`config.mk`:
```
export PLATFORM = sky130hd
export DESIGN_NAME = mem_sweep_ctrl
export DESIGN_NICKNAME = d
export VERILOG_FILES = /design/src/rtl/mem_sweep_ctrl.sv
export SDC_FILE = /design/constraint.sdc
export NUM_CORES = 1
export LEC_CHECK = 0
export ABC_AREA = 1
export CAP_MARGIN = 40
export CORE_MARGIN = 2
export CORE_UTILIZATION = 51
export DETAILED_ROUTE_END_ITERATION = 10
export GPL_TIMING_DRIVEN = 0
export PLACE_DENSITY = 0.82
export SYNTH_ARGS = -nofsm -noshare
export SYNTH_HDL_FRONTEND = slang
export SYNTH_SLANG_ARGS = --single-unit
```
`constraint.sdc`:
```
create_clock -name clk_i -period 3.7 [get_ports clk_i]
set_input_delay 0.37 -clock clk_i [delete_from_list [all_inputs] [get_ports clk_i]]
set_output_delay 0.37 -clock clk_i [all_outputs]
set_load 0.02 [all_outputs]
```
`src/rtl/mem_sweep_ctrl.sv`:
```
// rtl/mem_sweep_ctrl.sv - memory sweep controller: reads an address range and streams the data
//
// Reads every size-aligned location from addr_begin_i to addr_end_i (inclusive),
// one read outstanding at a time, and forwards each read word on a ready/valid stream.
//
// Ports:
//   clk_i, rst_i                  clock, synchronous active-high reset
//   start_i, addr_begin_i,
//   addr_end_i, size_i            sweep request, sampled while idle
//   mem_req_o/addr_o/size_o,
//   mem_gnt_i/rvalid_i/rdata_i/
//   mem_err_i                     single-port read memory interface
//   out_valid_o/data_o/last_o,
//   out_ready_i                   read-data stream
//   busy_o, done_o, error_o,
//   err_addr_o                    status (error_o/err_addr_o sticky until next accepted start)
//   checksum_o                    running 32-bit sum of streamed data, only with MEM_SWEEP_CHECKSUM_EN
//
// Optional feature macro: MEM_SWEEP_CHECKSUM_EN

module mem_sweep_ctrl #(
    parameter int ADDR_W = 32,
    parameter int DATA_W = 64
) (
    input  logic              clk_i,
    input  logic              rst_i,
    input  logic              start_i,
    input  logic [ADDR_W-1:0] addr_begin_i,
    input  logic [ADDR_W-1:0] addr_end_i,
    input  logic [1:0]        size_i,
    output logic              mem_req_o,
    output logic [ADDR_W-1:0] mem_addr_o,
    output logic [1:0]        mem_size_o,
    input  logic              mem_gnt_i,
    input  logic              mem_rvalid_i,
    input  logic [DATA_W-1:0] mem_rdata_i,
    input  logic              mem_err_i,
    output logic              out_valid_o,
    output logic [DATA_W-1:0] out_data_o,
    output logic              out_last_o,
    input  logic              out_ready_i,
    output logic              busy_o,
    output logic              done_o,
    output logic              error_o,
    output logic [ADDR_W-1:0] err_addr_o
`ifdef MEM_SWEEP_CHECKSUM_EN
    ,
    output logic [31:0]       checksum_o
`endif
);

    typedef enum logic [1:0] {
        ST_IDLE = 2'd0,
        ST_REQ  = 2'd1,
        ST_WAIT = 2'd2,
        ST_OUT  = 2'd3
    } state_t;

    localparam logic [ADDR_W-1:0] ADDR_ONE = 1;

    state_t            state_q, state_d;
    logic [ADDR_W-1:0] addr_q, addr_d;
    logic [ADDR_W-1:0] end_q, end_d;
    logic [1:0]        size_q, size_d;
    logic [DATA_W-1:0] data_q, data_d;
    logic              done_q, done_d;
    logic              error_q, error_d;
    logic [ADDR_W-1:0] err_addr_q, err_addr_d;
`ifdef MEM_SWEEP_CHECKSUM_EN
    logic [31:0]       checksum_q, checksum_d;
`endif

    logic [ADDR_W-1:0] step_w;
    logic              last_w;
    logic              start_ok_w;
    logic              aligned_w;

    // Distance-based last test: stays correct when addr + step would wrap past 2^ADDR_W.
    assign step_w = ADDR_ONE << size_q;
    assign last_w = (end_q - addr_q) < step_w;

    always_comb begin
        aligned_w = 1'b1;
        case (size_i)
            2'd1:    aligned_w = (addr_begin_i[0] == 1'b0);
            2'd2:    aligned_w = (addr_begin_i[1:0] == 2'b00);
            2'd3:    aligned_w = (addr_begin_i[2:0] == 3'b000);
            default: aligned_w = 1'b1;
        endcase
    end

    assign start_ok_w = aligned_w && (addr_end_i >= addr_begin_i);

    always_comb begin
        state_d    = state_q;
        addr_d     = addr_q;
        end_d      = end_q;
        size_d     = size_q;
        data_d     = data_q;
        done_d     = 1'b0;
        error_d    = error_q;
        err_addr_d = err_addr_q;
`ifdef MEM_SWEEP_CHECKSUM_EN
        checksum_d = checksum_q;
`endif

        case (state_q)
            ST_IDLE: begin
                if (start_i) begin
`ifdef MEM_SWEEP_CHECKSUM_EN
                    checksum_d = '0;
`endif
                    if (start_ok_w) begin
                        addr_d     = addr_begin_i;
                        end_d      = addr_end_i;
                        size_d     = size_i;
                        error_d    = 1'b0;
                        err_addr_d = '0;
                        state_d    = ST_REQ;
                    end else begin
                        // Rejected range: report it without touching memory.
                        error_d    = 1'b1;
                        err_addr_d = addr_begin_i;
                        done_d     = 1'b1;
                    end
                end
            end

            ST_REQ: begin
                if (mem_gnt_i) begin
                    state_d = ST_WAIT;
                end
            end

            ST_WAIT: begin
                if (mem_rvalid_i) begin
                    if (mem_err_i) begin
                        error_d    = 1'b1;
                        err_addr_d = addr_q;
                        done_d     = 1'b1;
                        state_d    = ST_IDLE;
                    end else begin
                        data_d  = mem_rdata_i;
                        state_d = ST_OUT;
                    end
                end
            end

            ST_OUT: begin
                if (out_ready_i) begin
`ifdef MEM_SWEEP_CHECKSUM_EN
                    checksum_d = checksum_q + data_q[31:0];
`endif
                    if (last_w) begin
                        done_d  = 1'b1;
                        state_d = ST_IDLE;
                    end else begin
                        addr_d  = addr_q + step_w;
                        state_d = ST_REQ;
                    end
                end
            end

            default: state_d = ST_IDLE;
        endcase
    end

    always_ff @(posedge clk_i) begin
        if (rst_i) begin
            state_q    <= ST_IDLE;
            addr_q     <= '0;
            end_q      <= '0;
            size_q     <= 2'd0;
            data_q     <= '0;
            done_q     <= 1'b0;
            error_q    <= 1'b0;
            err_addr_q <= '0;
`ifdef MEM_SWEEP_CHECKSUM_EN
            checksum_q <= '0;
`endif
        end else begin
            state_q    <= state_d;
            addr_q     <= addr_d;
            end_q      <= end_d;
            size_q     <= size_d;
            data_q     <= data_d;
            done_q     <= done_d;
            error_q    <= error_d;
            err_addr_q <= err_addr_d;
`ifdef MEM_SWEEP_CHECKSUM_EN
            checksum_q <= checksum_d;
`endif
        end
    end

    assign mem_req_o   = (state_q == ST_REQ);
    assign mem_addr_o  = addr_q;
    assign mem_size_o  = size_q;
    assign out_valid_o = (state_q == ST_OUT);
    assign out_data_o  = data_q;
    assign out_last_o  = (state_q == ST_OUT) && last_w;
    assign busy_o      = (state_q != ST_IDLE);
    assign done_o      = done_q;
    assign error_o     = error_q;
    assign err_addr_o  = err_addr_q;
`ifdef MEM_SWEEP_CHECKSUM_EN
    assign checksum_o  = checksum_q;
`endif

endmodule

```
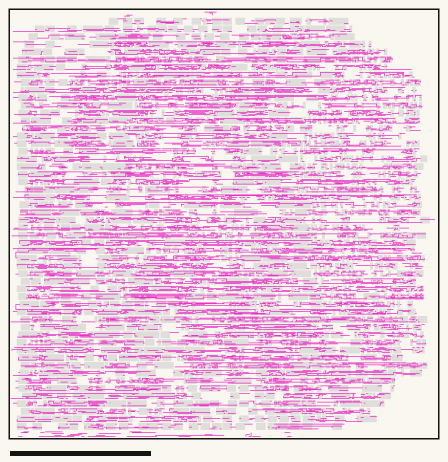
(images/met1.png)
Scale bar: 50 um. Cells faint in the background.
wire length on this layer: 16,200 um
nets with wire on the layer: 2,207
share of all routed wire: 39%

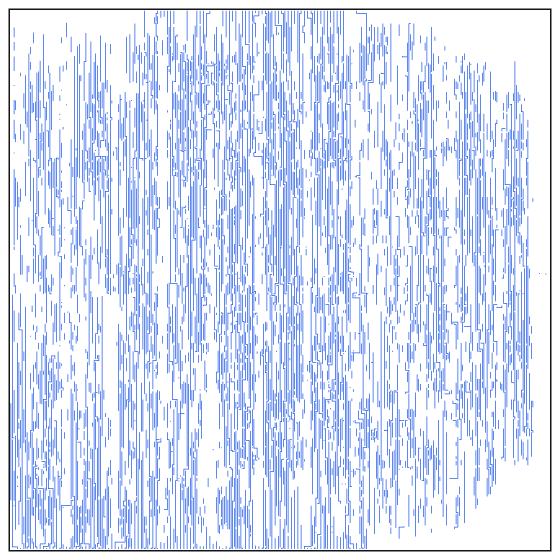
(images/met2.png)
nets with wire on the layer: 1,850
share of all routed wire: 48%
main direction: vertical
wire length on this layer: 19,800 um
longest straight run: 68.3 um
final wirelength: 41.6 mm
met2 usage: 0.612
via count: 12,971

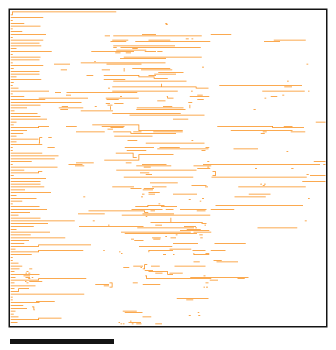
(images/met3.png)
Scale bar: 50 um.
main direction: horizontal
longest straight run: 56.1 um
share of all routed wire: 8.9%
wire length on this layer: 3,720 um
M3 GR Usage: 0.0779

==> metrics.cfg <==
[logic_synthesis]
top_area_cell = dfxtp_1
ys_warn_count = 0
postSynthAreaPerCell_um2 = 6.16
synth.area.top_cells = dfxtp_1, nand2_1, nor2_1, inv_1, ha_1
synth-simple-area-share = 0.331

[timing]
finalCritPeriodShare = 0.955
holdWs_ns = 0.449
drv_slew = 0
fin_skew_ns = 0.0138
relSlewSlack = 0.459

[global_routing]
grt_use_met1 = 0.414

[critical_path]
cp_cell_sequence = inv_1, ha_1, nand2_1, nor2_1, inv_1, nor3_2, and2_1, nand2_1, nand3_1, nand2_1, nor2_1, nand2_1, nor2_2, nand3_2, nand2_2, nand2_4, nand2_4, buf_8, buf_6, nand2_1, nand2_1, nor2_1
worst-path-buf-inv = 4
worstReg2RegStart = mem_addr_o[24]
critPathKind = reg -> reg

[layout]
bufAreaShareNonClock = 0.201
n_all_inverters = 272
finish.utilization = 0.691
drive_gt1_frac = 0.0541
mi_logic_area_um2 = 6640
lay_top_count = nand2_1
seq_area_um2 = 3360

[run_status]
status = finished clean

[floorplan]
rows = 54
dieArea_um2 = 23200
fp_util = 0.517

[min_path]
min_to = end_q[9]

[detailed_routing]
drt_iter0_markers = 1080
via_per_inst = 5.40
top_layer = met4
drc_errors = 0

[placed_design]
port-buffer-count = 272
numPlacedInstances = 2373
placed_area_um2 = 14300

[clocking]
cts_resized = 9
hold_buffers = 0
cts_root_buffer = clkbuf_16

[pwr]
leakage_uw = 0.00699
swShare = 0.515

